===== src/rtl/tlb_page_walker.sv =====
// Two-level hardware page table walker feeding one TLB update port.
// Define TLB_WALKER_STATS_EN to build the walk/fault statistics counters.
module tlb_page_walker #(
  parameter int ASID_WIDTH    = 8,
  parameter int PAGE_NUM_BITS = 20
) (
  input  logic                     clk,
  input  logic                     reset,
  input  logic                     walk_req_en,
  input  logic [PAGE_NUM_BITS-1:0] walk_vpage_idx,
  input  logic [ASID_WIDTH-1:0]    walk_asid,
  input  logic                     walk_cancel,
  input  logic [31:0]              page_dir_base,
  output logic                     walk_busy,
  output logic                     walk_fault,
  output logic                     mem_read_en,
  output logic [31:0]              mem_read_addr,
  input  logic                     mem_read_ack,
  input  logic [31:0]              mem_read_data,
  output logic                     tlb_update_en,
  output logic [PAGE_NUM_BITS-1:0] tlb_update_vpage_idx,
  output logic [ASID_WIDTH-1:0]    tlb_update_asid,
  output logic [PAGE_NUM_BITS-1:0] tlb_update_ppage_idx,
  output logic                     tlb_update_present,
  output logic                     tlb_update_exe_writable,
  output logic                     tlb_update_supervisor,
  output logic                     tlb_update_global,
  output logic [31:0]              walk_count,
  output logic [31:0]              fault_count
);

  typedef enum logic [2:0] {
    IDLE,
    READ_PDE,
    READ_PTE,
    UPDATE,
    FAULT,
    DRAIN
  } state_t;

  state_t                   state;
  logic [PAGE_NUM_BITS-1:0] vpage_q;
  logic [ASID_WIDTH-1:0]    asid_q;
  logic                     upd_q;
  logic                     fault_q;
  logic                     unused_bits;

  assign unused_bits = ^mem_read_data[11:4];

  // A late cancel still kills the pulse already sitting in the flop.
  assign tlb_update_en        = upd_q & ~walk_cancel;
  assign walk_fault           = fault_q & ~walk_cancel;
  assign tlb_update_vpage_idx = vpage_q;
  assign tlb_update_asid      = asid_q;

  always_ff @(posedge clk or posedge reset) begin
    if (reset) begin
      state                   <= IDLE;
      vpage_q                 <= '0;
      asid_q                  <= '0;
      upd_q                   <= 1'b0;
      fault_q                 <= 1'b0;
      walk_busy               <= 1'b0;
      mem_read_en             <= 1'b0;
      mem_read_addr           <= '0;
      tlb_update_ppage_idx    <= '0;
      tlb_update_present      <= 1'b0;
      tlb_update_exe_writable <= 1'b0;
      tlb_update_supervisor   <= 1'b0;
      tlb_update_global       <= 1'b0;
    end else begin
      upd_q   <= 1'b0;
      fault_q <= 1'b0;
      unique case (state)
        IDLE: begin
          if (walk_req_en) begin
            vpage_q       <= walk_vpage_idx;
            asid_q        <= walk_asid;
            walk_busy     <= 1'b1;
            mem_read_en   <= 1'b1;
            mem_read_addr <= {page_dir_base[31:12],
                              walk_vpage_idx[19:10], 2'b00};
            state         <= READ_PDE;
          end
        end
        READ_PDE: begin
          if (walk_cancel) begin
            if (mem_read_ack) begin
              mem_read_en <= 1'b0;
              walk_busy   <= 1'b0;
              state       <= IDLE;
            end else begin
              state <= DRAIN;
            end
          end else if (mem_read_ack) begin
            if (!mem_read_data[0]) begin
              mem_read_en <= 1'b0;
              fault_q     <= 1'b1;
              state       <= FAULT;
            end else begin
              mem_read_addr <= {mem_read_data[31:12],
                                vpage_q[9:0], 2'b00};
              state         <= READ_PTE;
            end
          end
        end
        READ_PTE: begin
          if (walk_cancel) begin
            if (mem_read_ack) begin
              mem_read_en <= 1'b0;
              walk_busy   <= 1'b0;
              state       <= IDLE;
            end else begin
              state <= DRAIN;
            end
          end else if (mem_read_ack) begin
            mem_read_en <= 1'b0;
            if (!mem_read_data[0]) begin
              fault_q <= 1'b1;
              state   <= FAULT;
            end else begin
              upd_q                   <= 1'b1;
              tlb_update_ppage_idx    <= mem_read_data[31:12];
              tlb_update_present      <= 1'b1;
              tlb_update_exe_writable <= mem_read_data[1];
              tlb_update_supervisor   <= mem_read_data[2];
              tlb_update_global       <= mem_read_data[3];
              state                   <= UPDATE;
            end
          end
        end
        UPDATE, FAULT: begin
          walk_busy <= 1'b0;
          state     <= IDLE;
        end
        DRAIN: begin
          if (mem_read_ack) begin
            mem_read_en <= 1'b0;
            walk_busy   <= 1'b0;
            state       <= IDLE;
          end
        end
        default: state <= IDLE;
      endcase
    end
  end

`ifdef TLB_WALKER_STATS_EN
  always_ff @(posedge clk or posedge reset) begin
    if (reset) begin
      walk_count  <= '0;
      fault_count <= '0;
    end else begin
      if (state == IDLE && walk_req_en)
        walk_count <= walk_count + 32'd1;
      if (walk_fault)
        fault_count <= fault_count + 32'd1;
    end
  end
`else
  assign walk_count  = '0;
  assign fault_count = '0;
`endif

  // A second request while a walk is in flight is dropped by the FSM.
  a_no_req_busy: assert property (
    @(posedge clk) disable iff (reset) !(walk_req_en && walk_busy)
  );

endmodule


===== config.mk =====
export PLATFORM = sky130hd
export DESIGN_NAME = tlb_page_walker
export DESIGN_NICKNAME = d
export VERILOG_FILES = /design/src/rtl/tlb_page_walker.sv
export SDC_FILE = /design/constraint.sdc
export NUM_CORES = 1
export LEC_CHECK = 0
export CORE_MARGIN = 2
export CORE_UTILIZATION = 42
export CTS_CLUSTER_SIZE = 40
export DETAILED_ROUTE_END_ITERATION = 12
export PLACE_DENSITY = 0.94
export SETUP_SLACK_MARGIN = 0.2
export SLEW_MARGIN = 20
export SYNTH_ARGS = -nofsm -noshare
export SYNTH_HDL_FRONTEND = slang
export SYNTH_SLANG_ARGS = --single-unit
export TNS_END_PERCENT = 100

===== constraint.sdc =====
create_clock -name clk -period 4.9 [get_ports clk]
set_input_delay 0.98 -clock clk [delete_from_list [all_inputs] [get_ports clk]]
set_output_delay 0.98 -clock clk [all_outputs]
set_load 0.01 [all_outputs]

### Supply network, run 1

(4 px per um) Pins as bars on the die edge. Tap cells in grey.
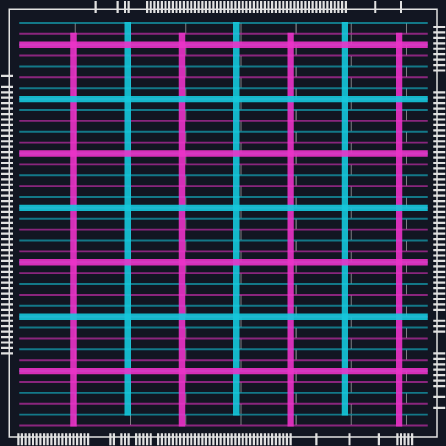
- VDD: cyan
- VSS: magenta
- met5 straps: 7
- met1 rails: 38
- rows: 37
horizontal die dimension: 107 um
vertical die dimension: 107 um
Core Region: 10300 um2
worst supply voltage drop on vdd: 0.000385 V

### Cell area per tile, run 1

(4 px per um) The die is cut into 11 by 11 equal tiles; white is low, dark blue is high, 0 to 100% covered.
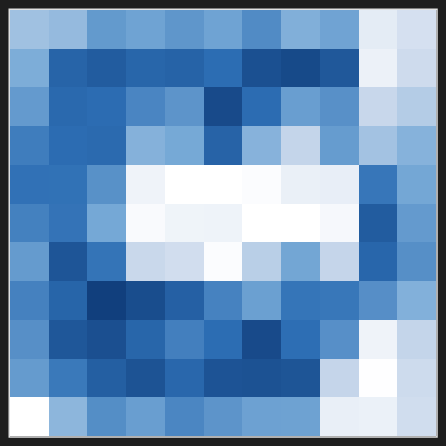
- fullest tile: 94%
- densest ninth of the die: bottom centre
- tiles over 75% full: 28%
- emptiest ninth of the die: centre
- mean over tiles: 52%
- nearly empty tiles: 6.6%
floorplan-stage core utilization: 43.0%
end-of-flow core utilization: 59.5%

==> writeup.txt, run 1 <==
The run finished with clean final reports. The maximum net fanout on the critical path was 11. For the total non-filler cell area in the finished layout, the log shows 6110 um2. The kind of path behind the tightest hold check was flop to flop. The first global-routing pass estimated 15.9 mm of wire. The cell sequence reported for the critical path is clkdlybuf4s50_1, nor2b_1, clkdlybuf4s50_1. For this design the ratio of total power to cell area is 577 nW/um2.

The via count of the first global-routing pass was 3113. Per the placement report, the placed cell count is 613. Per the post-route antenna check, the number of violating nets is 0.

With the count of input and output buffers at 162, the portion of synthesized cell area occupied by the leading cell type is 50.4%. After floorplanning, the core was divided into 37 placement rows. The leading cell type in the layout, fill and taps excluded is sky130_fd_sc_hd__clkdlybuf4s50_1. On the final layout, the worst clock skew is 0.00891 ns.

The gate-level netlist out of Yosys references 33 unique cell types. The clock latency on the worst-skew pair is 0.35 ns, and the setup slack of the worst register-to-register path is 2.60 ns. Routability congestion estimate: 0.768.

The clock root buffer was sky130_fd_sc_hd__clkbuf_8. Per the detail_route report, the via count comes to 2927. In this run the full chip footprint comes out at 11400 um2. The run gives 585 as the count of nets after finishing. Across the run, the number of max-cap violations was 0.

The quantity of hold-fixing buffers added after cts was 0; the length of the first detailed-routing pass in iterations was 4. The classification of the worst setup path is input port to output pin.
### Where the registers sit, run 1

(4 px per um) Other sequential cells in the stronger grey, the rest of the logic in the fainter grey.
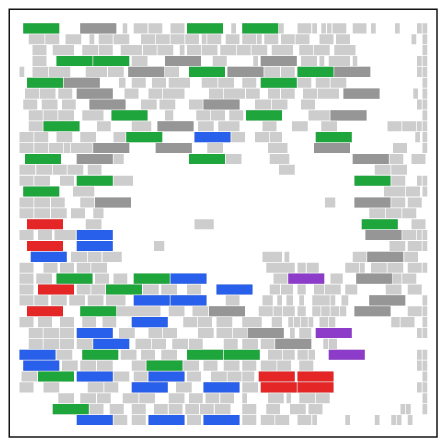
- state: purple (flops 3)
- tlb_update_vpage_idx: blue (flops 20)
- mem_read_addr: green (flops 30; where spread over the die)
- tlb_update_asid: red (flops 8)
- not coloured: 28
sequential portion of the cell area: 36.4%
area taken by flip-flops and latches: 2230 um2

[run 1: metrics by stage]
stage / hold WS [ns] / total power, mW / setup WS [ns]
4_1_cts: 0.498 / 3.57 / 1.59
6_report: 0.489 / 3.53 / 1.59
3_5_place_dp: 0.474 / 3.04 / 1.37
3_3_place_gp: 0.451 / 2.97 / 1.41
2_1_floorplan: 0.504 / 2.17 / 1.61
5_1_grt: 0.508 / 3.73 / 1.51
[run 1: path summary, 6_finish.rpt]
kind                       cells after the start                  endpoint          startpoint
max                                            3             tlb_update_en         walk_cancel
min                                            1        tlb_update_present  tlb_update_present
max reg2reg                                    4         mem_read_addr[22]            state[0]
min reg2reg                                    1        tlb_update_present  tlb_update_present
max in group asynchronous                      3   tlb_update_ppage_idx[2]               reset
min in group asynchronous                      2  tlb_update_vpage_idx[18]               reset
[run 1: cell families (layout without fill, tap and decap cells)]
group                  Yosys count  after routing  share of synthesized area, %
AOI/OAI and AO/OA               14             14                          2.35
buffers and inverters           88            188                          14.0
DFF                             89             89                          50.4
muxes                          111            111                          29.8
other                            1             66                        0.0848
and+or+nand+nor                 25             25                          3.37
[run 1: registers in the layout, indices dropped and copies added (netlist names), 3 cells and up]
name,cells
tlb_update_asid,8
mem_read_addr,30
tlb_update_ppage_idx,20
state,3
tlb_update_vpage_idx,20
[run 1: Yosys cell counts, drive strengths merged]
master / n
conb: 1
dfrtp: 89
nand2b: 4
a21o: 1
and3: 1
or4: 1
a21oi: 2
buf: 79
or3: 1
nor2: 4
inv: 5
o21ai: 2
or3b: 1
a2111oi: 2
o2bb2ai: 2
nor3: 4
o22ai: 1
a31oi: 1
a22oi: 1
nand2: 2
nand3b: 1
a211oi: 1
clkbuf: 4
nand4b: 1
nor3b: 1
nor2b: 4
mux2: 111
o311ai: 1
[run 1: worst max-delay path: cells and delay by family]
kind	cells	cell delay [ns]
and+or+nand+nor	1	0.19
buffers and inverters	2	1.15
[run 1: power by group]
part | switching (mW) | internal, mW
Clock | 0.279 | 0.242
Combinational | 0.647 | 1.08
Sequential | 0.211 | 1.07
[run 1: per-layer routing]
metal / vias up / global-route usage [%] / part of all wire [%]
met5: - / 0 / 0
met4: 0 / 5.66 / 1.2
met3: 11 / 4.50 / 6.7
met2: 134 / 33.3 / 55
met1: 1467 / 19.8 / 37
li1: 1315 / - / -
[run 1: final cells by class]
type | count | area [um2]
Clock buffer | 9 | 124
Clock inverter | 7 | 77.6
Fill cell | 818 | 4160
Inverter | 5 | 20.0
Multi-Input combinational cell | 216 | 1840
Sequential cell | 89 | 2230
Tap cell | 136 | 170
Timing Repair Buffer | 167 | 1660
--- run 2 (diff from run 1) ---
- CORE_UTILIZATION: 42 -> 39
- PLACE_DENSITY: 0.94 -> 0.88
- clock period: 4.9 -> 3.1 ns (I/O delays scaled with it)
### Cell area per tile, run 2

(3 px per um) The die is cut into 11 by 11 equal tiles; white is low, dark blue is high, 0 to 100% covered.
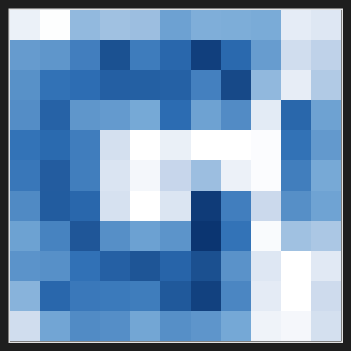
- nearly empty tiles: 7.4%
- mean over tiles: 50%
- tiles over 75% full: 22%
- fullest tile: 98%
- densest ninth of the die: bottom centre
- emptiest ninth of the die: lower right

==> run 2 against run 1 <==
Compared with the run above:
- count of clock-buffer cells in the layout did not move
- synthesized cell count did not move
- global-route usage is 1.2 points lower
- core utilization is 2.0 points lower
- synthesized area stayed put
- via count rose by 0.79%
- hold slack better by 0.0011 ns
- combinational power is 58% higher
- clock power grew 140%
- total power rose by 71%
- non-clock buffer count is 2 higher
- critical endpoint is now walk_fault
- largest cell class unchanged
==> writeup.txt, run 2 <==
The power per cell area was 959 nW/um2; the number of flip-flops under the largest register name was 30. After its last routability iteration, the placer logged a weighted congestion of 0.747. The detail route stage leaves a number of antenna-violating nets equal to 0.

The top cell type in the final layout, fill and taps aside, is sky130_fd_sc_hd__clkdlybuf4s50_1. The run gives 110 um for the height of the die. The number of enable-type register cells in the synthesized netlist came out at 0. The count of cells along the worst hold path works out to 1. The chip footprint was 12200 um2; the number of distinct library cells after synthesis was 33. After synthesis, the most frequently instantiated cells are sky130_fd_sc_hd__mux2_2, sky130_fd_sc_hd__dfrtp_1, sky130_fd_sc_hd__buf_4. The tools report the critical register-to-register path endpoint as tlb_update_ppage_idx[17]. The launch point of the worst min-delay path is recorded as tlb_update_present.

The placeable core region is 10900 um2. The flow ran to the end, and the final reports show no timing, DRC or antenna violations. The run gives 33.7% for the sequential fraction of design power.

The tools report the worst slack after detailed placement as 0.380 ns. The count of input and output buffers came out at 162. Combinational cells account for 45.4% of the total power. Core utilization at floorplan: 40.4%. The power report lists cell-internal power as 4.21 mW. The tools report the maximum clock skew at final layout as 0.00550 ns. For reference, the placement row count at floorplan is 38. Setup slack on the worst reg-to-reg path comes out at 1.10 ns. Horizontal die size: 110 um.

The analysis attributes to net switching a power of 1.82 mW. The tools report the global-route wire length before repair as 16.2 mm.
### M4 wires, run 2

(4 px per um) Supply wires on this layer in grey.
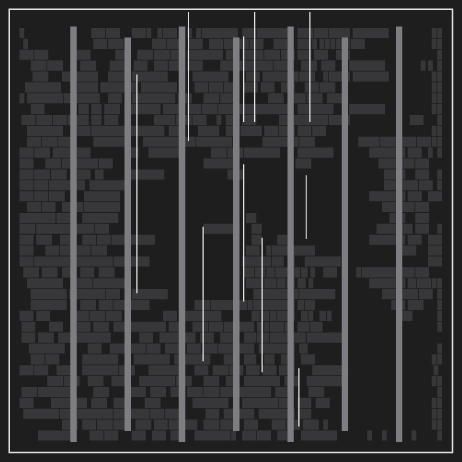
- main direction: vertical
- share of all routed wire: 2.9%
- nets with wire on the layer: 8
- longest straight run: 54.4 um

-- run 2: netlist changes by cell type in the layout (fill, tap and decap cells not counted), sizes merged --
cell,delta
inv,-1
buf,+2
clkinv,-2
bufinv,+2
clkinvlp,+1
-- run 2: area by class of cell --
| type | instances | area [um2] |
|---|---|---|
| Inverter | 5 | 22.5 |
| Timing Repair Buffer | 169 | 1670 |
| Clock buffer | 9 | 225 |
| Multi-Input combinational cell | 216 | 1840 |
| Clock inverter | 7 | 126 |
| Sequential cell | 89 | 2230 |
| Fill cell | 865 | 4650 |
| Tap cell | 140 | 175 |
-- run 2: kinds of logic (layout without fill, tap and decap cells) --
family / after synthesis / count (layout) / synth area share (%)
AOI/OAI and AO/OA: 14 / 14 / 2.35
buffers and inverters: 88 / 190 / 14.0
DFF: 89 / 89 / 50.4
muxes: 111 / 111 / 29.8
other: 1 / 66 / 0.0848
and+or+nand+nor: 25 / 25 / 3.37
-- run 2: stage by stage --
stage	util [%]	total power, mW
after global routing	57.5	6.36
final	57.5	6.03
after global placement	54.3	4.71
after CTS	57.5	6.11
after floorplan	-	3.43
after detailed placement	54.3	4.81
-- run 2: critical path: stages --
cell and delay, ns:
sky130_fd_sc_hd__clkdlybuf4s50_1 0.60, sky130_fd_sc_hd__nor2b_1 0.18, sky130_fd_sc_hd__clkdlybuf4s50_1 0.56
-- run 2: worst max-delay path by stage --
stage	to	slack, ns	from
finish	walk_fault	0.52	walk_cancel
floorplan	mem_read_addr[10]	1.17	walk_cancel
global placement	mem_read_addr[29]	0.43	walk_cancel
detailed placement	tlb_update_ppage_idx[13]	0.38	walk_cancel
CTS	walk_fault	0.51	walk_cancel
global route	tlb_update_en	0.44	walk_cancel
-- run 2: metal layers --
metal	routed length, um	GRT usage (%)
met3	695	4.77
met5	0	0
met2	5260	29.1
met1	3730	18.5
met4	292	7.92
-- run 2: power by group through the flow --
stage	combinational [mW]	sequential, mW	clock (mW)
after CTS	2.77	2.03	1.30
after detailed placement	2.77	2.04	0
after global placement	2.71	2.00	0
after floorplan	1.22	2.22	0
after global routing	2.91	2.11	1.34
final	2.74	2.03	1.26
--- run 3 (diff from run 2) ---
- CORE_UTILIZATION: 39 -> 35
- PLACE_DENSITY: 0.88 -> 0.84
- clock period: 3.1 -> 2.18 ns (I/O delays scaled with it)
### Cell area per tile, run 3

(3 px per um) The die is cut into 12 by 12 equal tiles; white is low, dark blue is high, 0 to 100% covered.
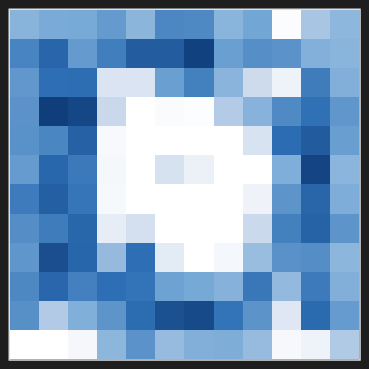
floorplan-stage core utilization: 35.5%
end-of-flow core utilization: 51.2%
Core Region: 12500 um2

==> run 3 against run 2 <==
Compared with the run above:
- core utilization shrank 6.3 points
- non-clock buffer count up 6
- count of clock-buffer cells in the layout rose by 2
- critical path depth is 2 higher
- total power is 41% higher
- cell area up 1.5%
- synthesized cell count stayed put
- register-to-register slack got worse by 0.77 ns
- global-route usage decreased by 1.9 points
==> writeup.txt, run 3 <==
For the total via count after detailed routing, the log shows 2967. The run finished with clean final reports. The floorplan step defined a die boundary enclosing 13500 um2.

Per report_power, the clock group accounts for 19.2% of the total. Number of flip-flops under the largest register name: 30. In the Yosys report, the sequential cells make up 50.4% of the chip area. The number of enable-type register cells in the synthesized netlist was 0; the final worst slack was 0.311 ns. At the end of routability-driven placement, the weighted congestion stood at 0.787.

The run gives -0.0368 ns for the worst slack after detailed placement. The internal portion of total power came out at 5.92 mW. The report lists the cells along the critical path as clkdlybuf4s50_1, nand4b_1, a211oi_4, buf_12, mux2_2. The flow reports that combinational logic draws 46.9% of the design power.

Per the OpenROAD power report, switching power amounts to 2.56 mW. With the number of routed nets with antenna violations at 0, the portion of synthesized cell area occupied by the leading cell type is 50.4%. The synthesized area was 4420 um2. The longest incremental delay of any stage on the critical path is reported as 0.45 ns. The leading register cell type out of synthesis is sky130_fd_sc_hd__dfrtp_1. After the last flow step, the layout net total stands at 593. The register with the most flip-flops in the final layout is mem_read_addr. With the maximum level of the CTS H-tree at 3, the maximum buffer depth of the clock tree is 2. For the standard-cell row count, the log shows 41. Total of max-cap violations: 0. The setup path with the least slack is of type input port to flop. Peak supply drop: 0.000681 V. Kind of path behind the tightest hold check: flop to flop.

The count of input and output buffers works out to 162. The commonest cells after synthesis are sky130_fd_sc_hd__mux2_2, sky130_fd_sc_hd__dfrtp_1, sky130_fd_sc_hd__buf_4. Length of the first detailed-routing pass in iterations: 4. The actual transition at the worst max-transition pin is 0.570 ns.

Among all cell types in the netlist, the one instantiated most often is sky130_fd_sc_hd__mux2_2. The async set-reset flop share out of synthesis is 100%. The tools report the via count of the first global-routing pass as 2930. Yosys mapped the design onto 33 distinct sky130hd cell types.

The maximum net fanout on the critical path was 17. The flow reported a cell area power density of 1330 nW/um2. The highest-delay cell along the critical path is sky130_fd_sc_hd__clkdlybuf4s50_1. Clock tree synthesis selected as its root buffer the cell sky130_fd_sc_hd__clkbuf_16. The floorplan step set the die width to 116 um.

Looking at the power breakdown, sequential logic takes 34.0% of the total. The clock reaches the later pin of the worst-skew pair after 0.34 ns. The first global-routing pass estimated 15.1 mm of wire.
### Clock wiring as the flow saved it, run 3

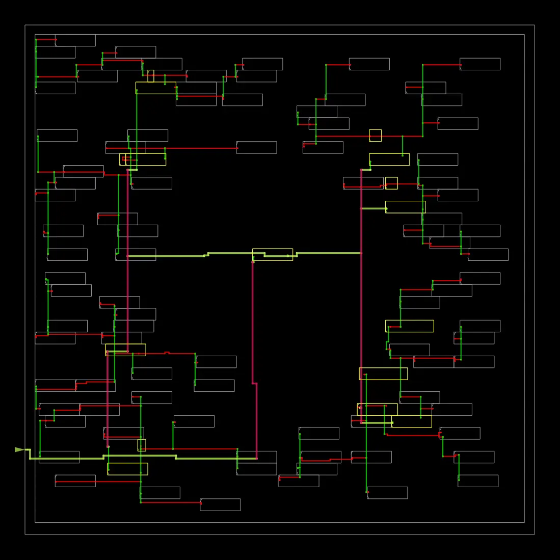
CTS sink cnt: 89
post-route clock skew: 0.0104 ns
count of sequential standard cells: 89

[run 3: cell counts after synthesis]
Identical to the previous run, type by type.
[run 3: worst paths after layout]
path	start	to	slack [ns]	depth (start not counted)
setup reg to reg	state[2]	mem_read_addr[5]	0.33	4
setup / recovery	walk_cancel	mem_read_addr[23]	0.31	5
hold / removal	tlb_update_present	tlb_update_present	0.47	1
min in group asynchronous	reset	tlb_update_vpage_idx[5]	0.63	3
hold reg to reg	tlb_update_present	tlb_update_present	0.47	1
max in group asynchronous	reset	mem_read_addr[19]	1.14	3
[run 3: what timing repair did]
item | in CTS | in global routing
setup endpoints to repair | 2 | 0
resized | 2 | 0
hold buffers | 0 | 0
buffers inserted | 0 | 0
[run 3: power groups by stage]
| stage | sequential [mW] | clock (mW) | combinational [mW] |
|---|---|---|---|
| final | 2.88 | 1.62 | 3.97 |
| after global routing | 2.98 | 1.75 | 4.26 |
| after floorplan | 3.16 | 0 | 1.73 |
| after CTS | 2.89 | 1.68 | 4.03 |
| after global placement | 2.85 | 0 | 3.93 |
| after detailed placement | 2.91 | 0 | 4.00 |
[run 3: worst max-delay path: cells and delay by family]
family                 cells  cell delay [ns]
muxes                      1             0.35
AOI/OAI and AO/OA          1             0.38
buffers and inverters      2             0.66
and+or+nand+nor            1             0.24
[run 3: final cells by class]
class,count,area [um2]
Clock buffer,11,233
Clock inverter,5,80.1
Fill cell,1059,6090
Inverter,5,22.5
Multi-Input combinational cell,216,1840
Sequential cell,89,2230
Tap cell,172,215
Timing Repair Buffer,175,1770
[run 3: logic make-up after synthesis]
family	count (synthesis)	synth area share [%]
AOI/OAI and AO/OA	14	2.35
buffers and inverters	88	14.0
DFF	89	50.4
muxes	111	29.8
other	1	0.0848
and+or+nand+nor	25	3.37
[run 3: routing by layer]
layer	track usage [%]	share of wire (%)
met3	6.07	11
met2	24.2	48
met1	16.7	39
met4	6.75	1.7
met5	0	0
[run 3: stage by stage]
stage                     hold slack (ns)  area (um2)  std cells  utilization [%]  TNS, ns
after global placement              0.452        6070        657             48.7   -0.484
after floorplan                     0.504        4670        393                -        0
final                               0.468        6380        673             51.2        0
after CTS                           0.471        6380        673             51.2        0
after global routing                0.475        6380        673             51.2        0
after detailed placement            0.452        6070        657             48.7   -0.403

==> layout pictures side by side <==
Signal wires by layer.
(4 px per um)
image #1
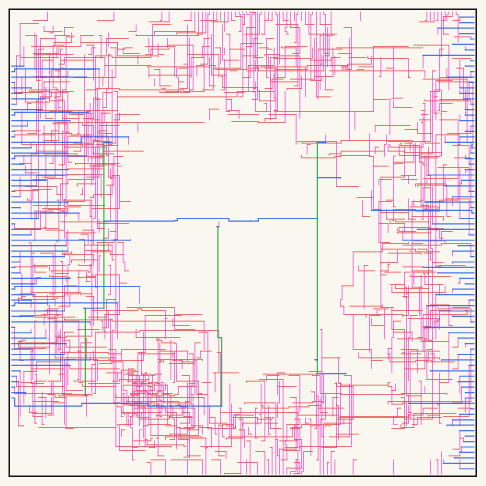
image #2
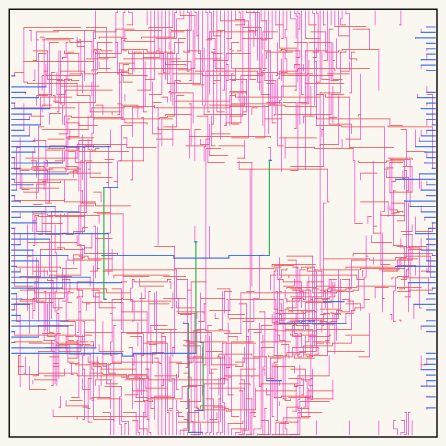
image #1: run 3
image #2: run 1
Of these, largest die: image #1

Key to image #2:
- met3: blue (wire length 673 um)
- met4: green (wire length 124 um)
- met2: magenta (wire length 5590 um)
- met1: red (wire length 3700 um)

No activity file was given, so power comes from the tool's default toggle rates.
